Design bus_interface_unit, sky130hd; sources not shown.
Figure 1. Met1 routing.
Bar = 20 um.
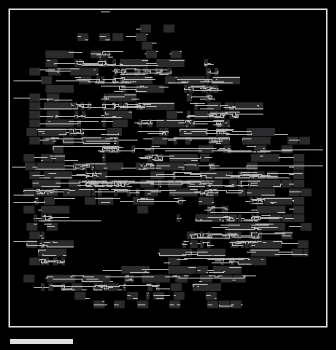
longest straight run: 30.4 um
share of all routed wire: 47%
main direction: horizontal
wire length on this layer: 2540 um
Vias: 1947
wire length reported by the detailed router: 5437 um
met1 track demand over resource in global routing: 14.44%

Figure 2. M2 wires.
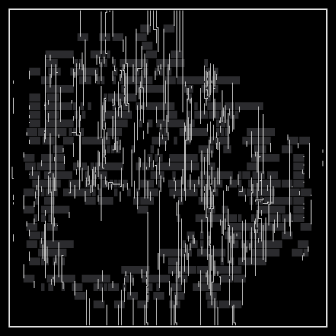
share of all routed wire: 46%
longest straight run: 39.8 um
wire length on this layer: 2500 um
nets with wire on the layer: 289
main direction: vertical
met2 Usage GRT: 18.27%

Figure 3. The metal 3 layer.
Bar = 20 um.
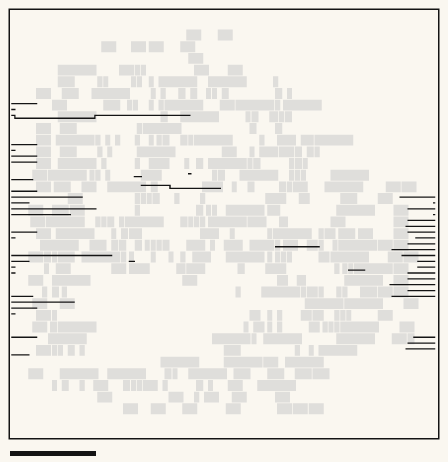
wire length on this layer: 364 um
share of all routed wire: 6.7%
nets with wire on the layer: 49
longest straight run: 23.2 um
met3 usage: 3.086%

==> impl.org <==
#+TITLE: Physical design notes

** Status
- Status :: finished, final reports clean

** Power and ir drop
- Areal power density over the cells :: 740.8 nW/um^2
- The share of total power dissipated in the clock network is 15.0%.
- Psw :: 905.7 uW
- Power consumed by combinational cells :: 1120 uW
- The completed layout was analyzed and its total power is 2510 uW.
- Switching power share of the total :: 36.09%
- Across the VDD grid, the largest voltage drop is 0.0003395 V.
- Portion of total power attributed to sequential cells :: 40.5%
- The sequential power reported by the tool is 1020 uW.
- Internal power comes to 1604 uW.
- Combinational logic burns 44.5% of the power.
- Largest Pwr Group :: combinational logic

** Final timing
- Checking max transition, the worst relative margin is 59.76%.
- Final cycle utilization of the critical path :: 57.15%
- Setup slack closes at 1500 ps.
- Period minus WS final :: 2000 ps
- After routing, the total negative slack on setup checks comes to 0 ps.
- Hold-check failures listed in the final report amount to 0.
- Setup violators final :: 0
- RSZ-0062 raised after global routing :: false
- Hold WS :: 25.53 ps
- Fin. max-slew vios :: 0
- Clock skew after layout :: 8.278 ps

** Routing
- Per the detail_route log, met3 wirelength is 363 um.
- Avg WL per Cell :: 12.27 um
- Nets still carrying antenna violations after routing amount to 0.
- First drt pass iteration count :: 4
- In the detailed route, the total length drawn on met2 is 2498 um.

** Synth
- Most numerous cell types in the synthesized netlist :: nand2_1, dfrtp_1, nand3_1, inv_1, mux2_2
- Primary flip-flop cell chosen by synthesis mapping :: dfrtp_1
- Xor-xnor portion of the synthesized cell area :: 0.3474%
- FF+latch count, synth :: 53
- Prevailing logic family in the synthesized netlist :: simple AND/OR/NAND/NOR gates
- Synthesized netlist cell count :: 270
- Post-synthesis share of cell area spent on and-or and or-and gates :: 2.928%
- Adder share :: 3.970%
- Number of enable-type register cells in the synthesized netlist :: 0
- After synthesis, the design contains 270 cells according to Yosys.
- Most area-hungry cell type in the Yosys netlist :: dfrtp_1
- Counting flops with an async set or reset pin after synthesis yields a share of 100.0%.
- A synthesized cell averages 9.338 um^2.
- The synthesis report lists the Yosys warning total as 0.
- The cell area that synthesis handed to floorplanning was 2521 um^2.
- Yosys-reported design area after synthesis :: 2521 um^2
- Number of unique standard cell types used by synthesis :: 24
- Of the total synthesized cell area, the portion taken by AND, OR, NAND and NOR gates is 25.01%.
- Largest cells by area after synthesis :: dfrtp_1, nand2_1, mux2_2

** Global route
- Number of global-route vias before repair :: 1898
- The initial antenna violation count came to 0.
- The first global-routing pass estimated 8970 um of wire.
- After global routing the overflow that remains totals 0.
- Entering global routing, the biggest net connects 29 pins.
- Global routing's busiest layer :: met2

** Flow run
- Maximum Capacitance Violations :: 0
- Warnings raised by the tools during the run amount to 31.

** Worst setup path
- The data required time reported for the critical path is 3150 ps.
- Levels on crit path :: 3
- The worst setup path is launched from a register.
- The report puts the cell count of the worst reg-to-reg path at 7.
- The report shows a maximum critical-path fanout of 4.
- The timing report gives the biggest stage delay along the critical path as 570 ps.
- Type of element capturing the critical path :: primary output
- In this design, the largest share of critical-path delay is due to buffers and inverters.
- Cell-by-cell listing of the critical path :: inv_1 -> ha_1 -> clkdlybuf4s50_1
- Looking at the critical path, the single cell with the biggest stage delay is clkdlybuf4s50_1.
- The critical path in this run is classified as register to primary output.
- On the critical path the data arrives at 1650 ps.

** Floorplan
- Tap insertion was completed with 105 tapcells.
- The total area inside the core boundary comes to 8175 um^2.
- The die is 99.67 um wide.
- Die height :: 99.67 um
- At the floorplan stage, the core utilization is reported as 30.84%.
- Ports placed on the boundary :: 75
- In this run the full chip footprint comes out at 9934 um^2.
- The floorplan has 33 rows.

** Final layout
- Dominant class by area :: registers
- Area overhead of the layout relative to synthesis :: 34.39%
- Of the total standard cell area in the layout, the sequential portion is 39.14%.
- Of the total standard cell area in the layout, the multi-input combinational portion is 29.65%.
- Buffers, non-clock :: 75
- Share of layout cells above drive strength 1 :: 10.06%
- The final layout report lists a filler cell count of 847.
- Most used cells in the layout excluding fill and tap cells :: nand2_1, clkdlybuf4s50_1, dfrtp_1
- Clock tree buffer count of the final layout :: 6
- Final Non-Filler Cells :: 443
- Combined flip-flop and latch cell area :: 1326 um^2
- Top cell excl fill/tap :: nand2_1
- #MultiIn Comb :: 180
- According to the cell report, flip-flops and latches in the layout number 53.
- Design area :: 3388 um^2
- Count of antenna diodes in the layout :: 0
- The net count of the finished layout is 383.
- The post-route utilization of the core is recorded as 41.44%.

** Clocking
- Worst-path clk slew :: 100 ps
- Worst-skew pair later-pin latency :: 310 ps
- After clock tree synthesis, the setup repair step added 0 buffers.
- Sink count of the clock tree :: 53
- TritonCTS clock tree :: yes
- Maximum root-to-sink buffer count :: 2

** Place
- The HPWL after detailed placement is 4111 um.
- Port buffering added 74 buffers.
- Summing all placed instances gives a cell area of 3288 um^2.
No activity file was given, so power comes from the tool's default toggle rates.
